--- src/rtl/div_sequencer.sv ---
// div_sequencer: multi-cycle signed non-restoring divider, one quotient bit per clock.
// Define DIV_ZERO_DETECT_EN to short-circuit divide-by-zero and expose div_zero.
module div_sequencer #(
    parameter int WIDTH = 32
) (
    input  logic             clk,
    input  logic             rst_n,
    input  logic             start,
    input  logic             abort,
    input  logic [WIDTH-1:0] dividend,
    input  logic [WIDTH-1:0] divisor,
    output logic             busy,
    output logic             done,
    output logic [WIDTH-1:0] quotient,
    output logic [WIDTH-1:0] remainder
`ifdef DIV_ZERO_DETECT_EN
    ,
    output logic             div_zero
`endif
);
    localparam int CW = $clog2(WIDTH);
    localparam logic [CW-1:0] LAST = CW'(WIDTH - 1);
    typedef enum logic [1:0] {IDLE, PREP, ITER, FIX} state_t;
    state_t state, nxt;
    logic [WIDTH:0] a, m, sh, an, af;
    logic [WIDTH-1:0] qreg, absq, absm;
    logic [CW-1:0] count;
    logic sign_q, sign_r, skip;
    assign busy = state != IDLE;
    // In PREP, qreg and m still hold the raw operands latched on the accepting edge
    assign absq = qreg[WIDTH-1] ? -qreg : qreg;
    assign absm = m[WIDTH-1] ? -m[WIDTH-1:0] : m[WIDTH-1:0];
    assign sh = {a[WIDTH-1:0], qreg[WIDTH-1]};
    assign an = a[WIDTH] ? sh + m : sh - m;
    assign af = a[WIDTH] ? a + m : a;
`ifdef DIV_ZERO_DETECT_EN
    assign skip = m[WIDTH-1:0] == '0;
`else
    assign skip = 1'b0;
`endif
    always_ff @(posedge clk or negedge rst_n) begin
        if (!rst_n) state <= IDLE;
        else state <= nxt;
    end
    always_comb begin
        nxt = state;
        if (state != IDLE && abort) nxt = IDLE;
        else if (state == IDLE && start) nxt = PREP;
        else if (state == PREP) nxt = skip ? FIX : ITER;
        else if (state == ITER && count == LAST) nxt = FIX;
        else if (state == FIX) nxt = IDLE;
    end
    always_ff @(posedge clk or negedge rst_n) begin
        if (!rst_n) begin
            a         <= '0;
            m         <= '0;
            qreg      <= '0;
            count     <= '0;
            sign_q    <= 1'b0;
            sign_r    <= 1'b0;
            done      <= 1'b0;
            quotient  <= '0;
            remainder <= '0;
`ifdef DIV_ZERO_DETECT_EN
            div_zero  <= 1'b0;
`endif
        end else begin
            done <= 1'b0;
            if (state == IDLE && start) begin
                qreg   <= dividend;
                m      <= {1'b0, divisor};
                sign_q <= dividend[WIDTH-1] ^ divisor[WIDTH-1];
                sign_r <= dividend[WIDTH-1];
                a      <= '0;
                count  <= '0;
`ifdef DIV_ZERO_DETECT_EN
                div_zero <= 1'b0;
`endif
            end else if (!abort) begin
                // A zero divisor jumps straight to FIX with the state the full loop would reach
                if (state == PREP) begin
                    a     <= skip ? {1'b0, absq} : '0;
                    qreg  <= skip ? '1 : absq;
                    m     <= {1'b0, absm};
                    count <= '0;
                end
                if (state == ITER) begin
                    a     <= an;
                    qreg  <= {qreg[WIDTH-2:0], ~an[WIDTH]};
                    count <= count + 1'b1;
                end
                if (state == FIX) begin
                    a         <= af;
                    quotient  <= sign_q ? -qreg : qreg;
                    remainder <= sign_r ? -af[WIDTH-1:0] : af[WIDTH-1:0];
                    done      <= 1'b1;
`ifdef DIV_ZERO_DETECT_EN
                    div_zero  <= skip;
`endif
                end
            end
        end
    end
endmodule
--- config.mk ---
export PLATFORM = sky130hd
export DESIGN_NAME = div_sequencer
export DESIGN_NICKNAME = d
export VERILOG_FILES = /design/src/rtl/div_sequencer.sv
export SDC_FILE = /design/constraint.sdc
export NUM_CORES = 1
export LEC_CHECK = 0
export CAP_MARGIN = 20
export CORE_MARGIN = 10
export CORE_UTILIZATION = 40
export DETAILED_ROUTE_END_ITERATION = 8
export PLACE_DENSITY = 0.6
export SYNTH_ARGS = -nofsm -noshare
export SYNTH_HDL_FRONTEND = slang
export SYNTH_SLANG_ARGS = --single-unit
--- constraint.sdc ---
create_clock -name clk -period 5.5 [get_ports clk]
set_input_delay 0.55 -clock clk [delete_from_list [all_inputs] [get_ports clk]]
set_output_delay 0.55 -clock clk [all_outputs]
set_load 0.01 [all_outputs]
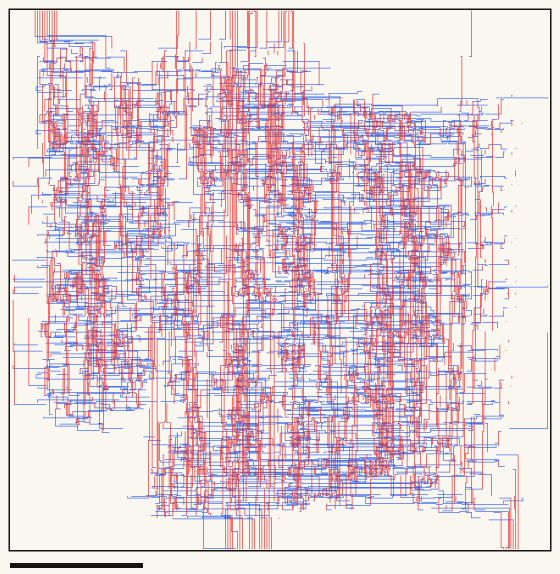
**Above:** run 1 (routed metal, one color a layer).
Bar = 50 µm. Only two layers are drawn.
legend:
  red:
    layer: met2
    wire_length: 20.1 mm
  blue:
    layer: met1
    wire_length: 20.3 mm
vias post-DR: 13,100
GRT Util Overall: 21.2%
average wire per standard cell: 19.7 µm
final wirelength: 44.4 mm

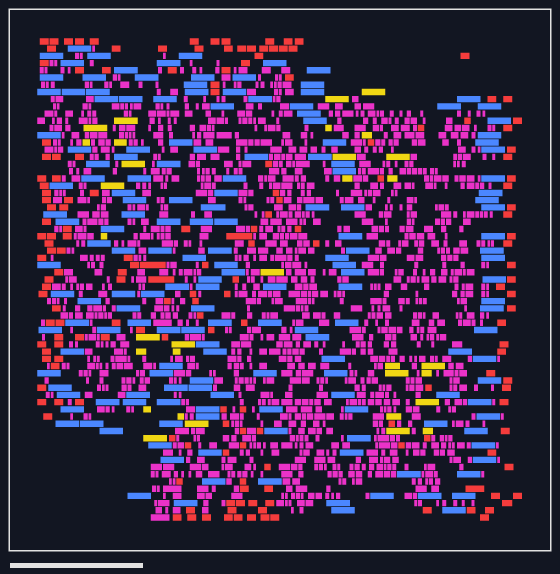
**Above:** run 1 (placement by cell class).
Bar = 50 µm.
legend:
  yellow:
    class: clock drivers and dummy loads
    cells: 32
  magenta:
    class: all other logic
    cells: 1,427
  red:
    class: other buffers and delay cells
    cells: 176
  blue:
    class: flip-flops
    cells: 171
final core occ: 48.2%
sequential share of cell area: 26.6%
fin area: 16,100 µm²

==> out/results.tsv, run 1 <==
stage	metric	value	unit
run_status	outcome	finished clean	
floorplan	num_rows	67	
synthesis	synthArstFlopShare	100	%
clocking	clkTransAtPathRegs	80	ps
clocking	cts_buffers	17	
timing	clock.fmax	191	MHz
worst_setup_path	crit_required	5840	ps
floorplan	die_h	204	µm
power	cellLeakagePower	6.82	nW
run	maxCapViolations	0	
timing	setup_ws	255	ps
power	seq_power_share	28.0	%
layout	nNetsFinal	1935	
synthesis	yosysTopAreaCell	dfrtp_1	
synthesis	syn_nets	1837	
clocking	htreeDepth	4	
timing	tightest_slew	1010	ps
power	p_per_area	508	nW/µm²
power	power_frac_comb	56.7	%
worst_setup_path	r2r_start	m[0]	
grt	grt_max_degree	144	
timing	rsz0062_at_grt	no	
power	power_switching	3.80	mW
placed_design	post-place-ws	-34.8	ps
layout	lay_top_cells	nand2_1, o21ai_0, dfrtp_1, nor2_1, clkdlybuf4s50_1	
worst_setup_path	r2r_end	qreg[0]	
route	drtIter0Drc	1206	
worst_setup_path	worst-path-buf-inv	1	
worst_setup_path	slowest_delay	410	ps
synthesis	aoi_share	25.1	%
timing	hold_viol_final	0	
floorplan	core_area	33400	µm²
worst_hold_path	min_to	remainder[18]	
placed_design	dp_hpwl	33.0	mm
grt	antenna_found_initial	0	
grt	grt_pass1_vias	12800	
synthesis	postSynthSeqShare	31.7	%
clocking	ctsHoldBuffers	1	
grt	gr-total-overflow	0	
floorplan	dieArea	41500	µm²
layout	drive_gt1_share	6.15	%
worst_setup_path	cp-start-kind	register	
power	p_int	4.37	mW
grt	grtUsageMet3	4.55	%
synthesis	ys_sh_adder	6.98	%
synthesis	ys_types	76	
worst_setup_path	crit_fanout	4	
worst_setup_path	crit_cells	21	
run	warnings	29	
route	ant_nets	0	
synthesis	ys_cells	1695	
floorplan	pin_count	134	
synthesis	logic_family	AND-OR/OR-AND gates	
synthesis	area_leaders	dfrtp_1, o21ai_0, nand2_1	
synthesis	yosys_warnings	0	
floorplan	fp-utilization	40.4	%
power	swShare	46.5	%
layout	synthToLayoutAreaGrowth	19.3	%
timing	relSlewSlack	32.4	%
placed_design	dp.cells	2216	
synthesis	postSynthAreaPerCell	7.96	µm²
timing	skew	18.4	ps
worst_setup_path	rrSetupSlack	260	ps
grt	grtUsageMet1	28.0	%
layout	lay_top_count	nand2_1	
clocking	cts_resized	1	
route	drt_pass1_iterations	6	
synthesis	synth-xor-area-share	8.18	%
synthesis	flop_cell	dfrtp_1	
route	vias_per_cell	5.83	
synthesis	ys_sh_simple	22.7	%
timing	finalClockPeriodUsage	95.4	%
worst_setup_path	crit_path_end_kind	register	
synthesis	muxShareOfSynthArea	1.60	%
floorplan	dieWidth	204	µm
route	drc	0	
worst_setup_path	worstSetupStartpoint	m[0]	
clocking	clk_latency	470	ps
clocking	cts_sinks	171	
synthesis	numSynthFlops	171	
grt	grt_pass1_wl	70.9	mm
worst_setup_path	critical_path_class	register to register	
worst_setup_path	critical_path.endpoint	qreg[0]	
synthesis	synthCells	1695	
synthesis	edf_count	0	
worst_setup_path	crit_family	simple AND/OR/NAND/NOR gates	
synthesis	syn_area	13500	µm²
worst_setup_path	worstPathArrival	5580	ps
worst_setup_path	path_cells	inv_1 > ha_2 > or3b_1 > or3_1 > or2_1 > or3_4 > or3_4 > or3_4 > nor3_2 > nor2_1 > xor2_1 > ha_1 > nand4_1 > a21o_1 > a32o_1 > a211o_1 > a21boi_2 > or4_1 > a31oi_1 > xnor2_1 > o21ai_1	
worst_setup_path	crit_path_top_delay_cell	dfrtp_1	
clocking	cts_buffer_depth	2	
synthesis	yosys_area	13500	µm²
placed_design	io_buffers	133	
power	ir_drop	0.000269	V
timing	setup_viol	0	
worst_setup_path	crit_path_frequent_cell	or3_4	
layout	diodes	0	
timing	min_period	5240	ps
worst_setup_path	reg2regPathDepth	21	
worst_hold_path	min_path_cells	2	
worst_hold_path	hp-class	register to register	
power	pwr-share-clk	15.3	%
timing	final_max_slew_viol_count	0	
placed_design	routabilityCongestion	0.935	
layout	instances_no_fill	2254	
clocking	cts_setup_buffers	0	
worst_hold_path	min_from	remainder[18]	
grt	met2_usage	33.7	%
grt	busiest_layer	met2	
clocking	root_buffer	clkbuf_16	
synthesis	top_cell_area_share	31.7	%
clocking	cts_tree	built	
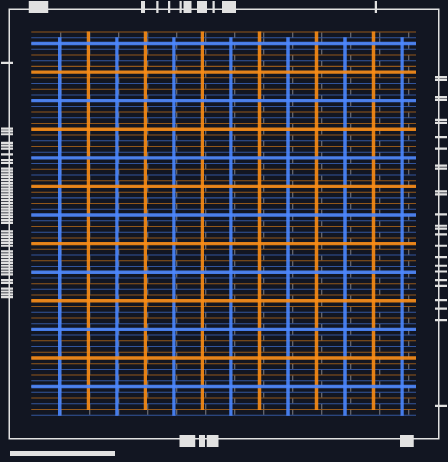
**Above:** run 1 (floorplan with the power grid).
Bar = 50 µm. Pins as bars on the die edge. Tap cells in gray.
legend:
  orange:
    net: VDD
  blue:
    net: VSS
met5 straps: 13
met4 straps: 13
tap cells: 448
rows: 67
signal pins: 134

[run 1: power groups by stage]
stage,clock (mW),sequential [mW],combinational [mW]
2_1_floorplan,0,2.19,3.10
3_3_place_gp,0,2.29,4.47
3_5_place_dp,0,2.30,4.56
4_1_cts,1.28,2.28,4.58
5_1_grt,1.32,2.37,5.16
6_report,1.25,2.29,4.63
[run 1: stage by stage]
step                power (mW)  hold slack [ps]  setup TNS, ps  cell area [µm²]  util [%]
detailed placement        6.86              438          -44.4            15400      46.0
global route              8.85              507              0            16100      48.2
CTS                       8.14              487              0            16000      47.8
finish                    8.17              478              0            16100      48.2
floorplan                 5.29              254              0            13500         -
global placement          6.76              436              0            15300      46.0
[run 1: flip-flops by register name (all words and copies together) (netlist names)]
signal     count
a             33
count          5
done           1
m             32
qreg          32
quotient      32
remainder     32
sign_q         1
sign_r         1
state          2
[run 1: cell type report]
class / instances / area, µm²
Sequential cell: 171 / 4280
Clock buffer: 18 / 439
Inverter: 34 / 128
Timing Repair Buffer: 176 / 1730
Tap cell: 448 / 561
Multi-Input combinational cell: 1393 / 8800
Fill cell: 3349 / 17300
Clock inverter: 14 / 149
[run 1: cell usage after synthesis (all sizes together), types with 9 or more instances]
master,n
o211ai,9
buf,15
and2,13
a21oi,79
xnor2,40
a222oi,26
ha,72
nand4,22
inv,33
xor2,86
o21ai,215
nand2b,26
o31ai,15
nor2,154
dfrtp,171
nor4,12
nand3,22
nor3,73
a221o,31
or3,26
a211oi,14
nand2,242
clkbuf,82
mux2i,16
o21a,13
a22oi,17
or4,10
or2,9
nor2b,15
a21o,32
a221oi,9
[run 1: metal layers]
metal | share of wire [%] | up-vias
met5 | 0 | -
met4 | 2.4 | 0
met3 | 6.7 | 50
met2 | 45 | 412
met1 | 46 | 6269
li1 | - | 6411
## Run 2: what changed since run 1
--- a/config.mk
+++ b/config.mk
@@ -8,6 +8,7 @@
 export CAP_MARGIN = 20
 export CORE_MARGIN = 10
 export CORE_UTILIZATION = 40
+export CTS_CLUSTER_SIZE = 30
 export DETAILED_ROUTE_END_ITERATION = 8
 export PLACE_DENSITY = 0.6
 export SYNTH_ARGS = -nofsm -noshare
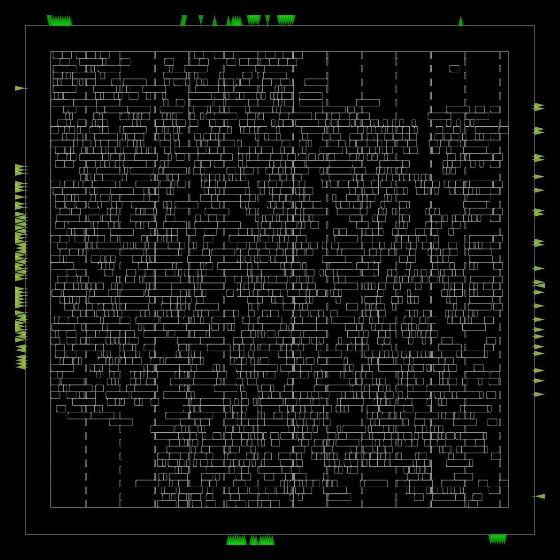
**Above:** run 2 (cell outlines without signal wires).
final cell count without fillers: 2,254
num tapcells: 448
flop count: 171
Layout fillers: 3,349
core region area: 33,400 µm²

==> out/results.tsv, run 2 <==
stage	metric	value	unit
clocking	clk_latency	470	ps
clocking	root_buffer	clkbuf_16	
synthesis	synthCells	1695	
clocking	cts_setup_buffers	0	
timing	relSlewSlack	32.4	%
run_status	outcome	finished clean	
timing	rsz0062_at_grt	no	
worst_setup_path	crit_family	simple AND/OR/NAND/NOR gates	
synthesis	most_common_cell	nand2_1	
grt	antenna_found_initial	0	
floorplan	die_h	204	µm
route	routedLengthMet1	20.3	mm
route	drtIter0Drc	1206	
run	maxCapViolations	0	
synthesis	flop_cell	dfrtp_1	
grt	grt_max_degree	144	
synthesis	yosys_area	13500	µm²
synthesis	yosys_warnings	0	
clocking	cts_sinks	171	
layout	lay_top_count	nand2_1	
worst_setup_path	slowest_delay	410	ps
timing	final_max_slew_viol_count	0	
synthesis	ys_types	76	
synthesis	numSynthFlops	171	
route	routedWlPerCell	19.7	µm
worst_setup_path	cp-start-kind	register	
route	vias_per_cell	5.83	
clocking	cts_resized	1	
worst_setup_path	worst-path-buf-inv	1	
worst_setup_path	crit_fanout	4	
grt	gr-total-overflow	0	
timing	hold_viol_final	0	
placed_design	io_buffers	133	
layout	final_core_util	48.2	%
clocking	cts_tree	built	
synthesis	top_cell_area_share	31.7	%
layout	nNetsFinal	1935	
worst_setup_path	rrSetupSlack	260	ps
grt	grtUsageMet3	4.55	%
power	p_per_area	508	nW/µm²
timing	setup_viol	0	
worst_hold_path	hp-class	register to register	
grt	grtUsageMet1	28.0	%
route	drt_pass1_iterations	6	
power	finalPower	8.17	mW
timing	min_period	5240	ps
layout	lay_top_cells	nand2_1, o21ai_0, dfrtp_1, nor2_1, clkdlybuf4s50_1	
layout	diodes	0	
route	drc	0	
synthesis	syn_area	13500	µm²
floorplan	num_rows	67	
layout	drive_gt1_share	6.15	%
floorplan	fp-utilization	40.4	%
synthesis	area_leaders	dfrtp_1, o21ai_0, nand2_1	
grt	grt_pass1_wl	70.9	mm
synthesis	yosysTopAreaCell	dfrtp_1	
worst_setup_path	crit_required	5840	ps
worst_setup_path	worstPathArrival	5580	ps
grt	grt_pass1_vias	12800	
layout	synthToLayoutAreaGrowth	19.3	%
worst_setup_path	path_cells	inv_1 > ha_2 > or3b_1 > or3_1 > or2_1 > or3_4 > or3_4 > or3_4 > nor3_2 > nor2_1 > xor2_1 > ha_1 > nand4_1 > a21o_1 > a32o_1 > a211o_1 > a21boi_2 > or4_1 > a31oi_1 > xnor2_1 > o21ai_1	
timing	clock.fmax	191	MHz
timing	tightest_slew	1010	ps
placed_design	routabilityCongestion	0.935	
clocking	clkTransAtPathRegs	80	ps
route	topRoutingLayerUsed	met4	
run	warnings	29	
clocking	htreeDepth	4	
synthesis	edf_count	0	
route	ant_nets	0	
clocking	cts_buffers	17	
route	wl_met2	20.1	mm
layout	largest_reg_flops	33	
synthesis	postSynthSeqShare	31.7	%
worst_setup_path	critical_path_class	register to register	
route	routed-via-count	13100	
grt	busiest_layer	met2	
floorplan	pin_count	134	
route	wl_met3	2.98	mm
timing	skew	18.4	ps
worst_setup_path	crit_path_top_delay_cell	dfrtp_1	
route	drt-total-wl	44.4	mm
synthesis	postSynthAreaPerCell	7.96	µm²
floorplan	dieWidth	204	µm
clocking	cts_buffer_depth	2	
synthesis	synthArstFlopShare	100	%
placed_design	dp_hpwl	33.0	mm
timing	setup_tns	0	ps
worst_setup_path	crit_path_end_kind	register	
clocking	ctsHoldBuffers	1	
floorplan	dieArea	41500	µm²
synthesis	syn_nets	1837	
grt	met2_usage	33.7	%
timing	finalClockPeriodUsage	95.4	%
power	cellLeakagePower	6.82	nW
layout	regMostFlops	a	
power	ir_drop	0.000269	V
worst_setup_path	crit_path_frequent_cell	or3_4	
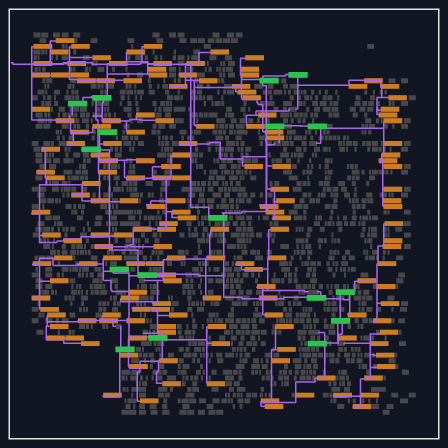
**Above:** run 2 (clock wires, drivers and flops).
legend:
  orange:
    item: flip-flops
    count: 171
  purple:
    item: clock wires
    length: 2,770 µm
  green:
    item: cells driving clock nets
    count: 17
flops lie: spread over the die

==> run 2: cell counts in the layout (fill, tap and decap cells not counted) <==
No cell type changed its count.
==> run 2: layout make-up <==
| type | instances | area (µm²) |
|---|---|---|
| multi-input cells | 1393 | 8800 |
| clock inverters | 14 | 149 |
| repair buffers | 176 | 1730 |
| well taps | 448 | 561 |
| fillers | 3349 | 17300 |
| flip-flops and latches | 171 | 4280 |
| clock buffers | 18 | 439 |
| inverters | 34 | 128 |
==> run 2: power breakdown <==
group / switching (mW) / leakage [nW] / internal, mW / total (mW)
combinational: 2.59 / 4.33 / 2.04 / 4.63
sequential: 0.586 / 2.21 / 1.70 / 2.29
clock: 0.630 / 0.280 / 0.619 / 1.25
total: 3.80 / 6.82 / 4.37 / 8.17
==> run 2: worst paths after layout <==
check | from | to | depth (start not counted)
worst min-delay path | remainder[18] | remainder[18] | 2
worst min register to register | remainder[18] | remainder[18] | 2
worst max-delay path | m[0] | qreg[0] | 21
max in group asynchronous | rst_n | a[32] | 3
worst max register to register | m[0] | qreg[0] | 21
min in group asynchronous | rst_n | remainder[8] | 2
==> run 2: logic make-up (layout without fill, tap and decap cells) <==
kind of cell               Yosys count  count (layout)  share of synthesized area, %
DFF                                171             171                          31.7
and+or+nand+nor                    651             651                          22.7
buffers and inverters              131             242                          3.71
AOI/OAI and AO/OA                  521             521                          25.1
xor gates and xnor gates           126             126                          8.18
adders and majority gates           74              74                          6.98
muxes                               21              21                          1.60
==> run 2: per-stage QoR <==
| step | setup WS, ps | hold WS (ps) | instance area, µm² |
|---|---|---|---|
| global route | 0.608 | 507 | 16100 |
| CTS | 74.2 | 487 | 16000 |
| detailed placement | -34.8 | 438 | 15400 |
| global placement | 91.9 | 436 | 15300 |
| floorplan | 183 | 254 | 13500 |
| finish | 255 | 478 | 16100 |
Power and IR drop assume default switching activity.
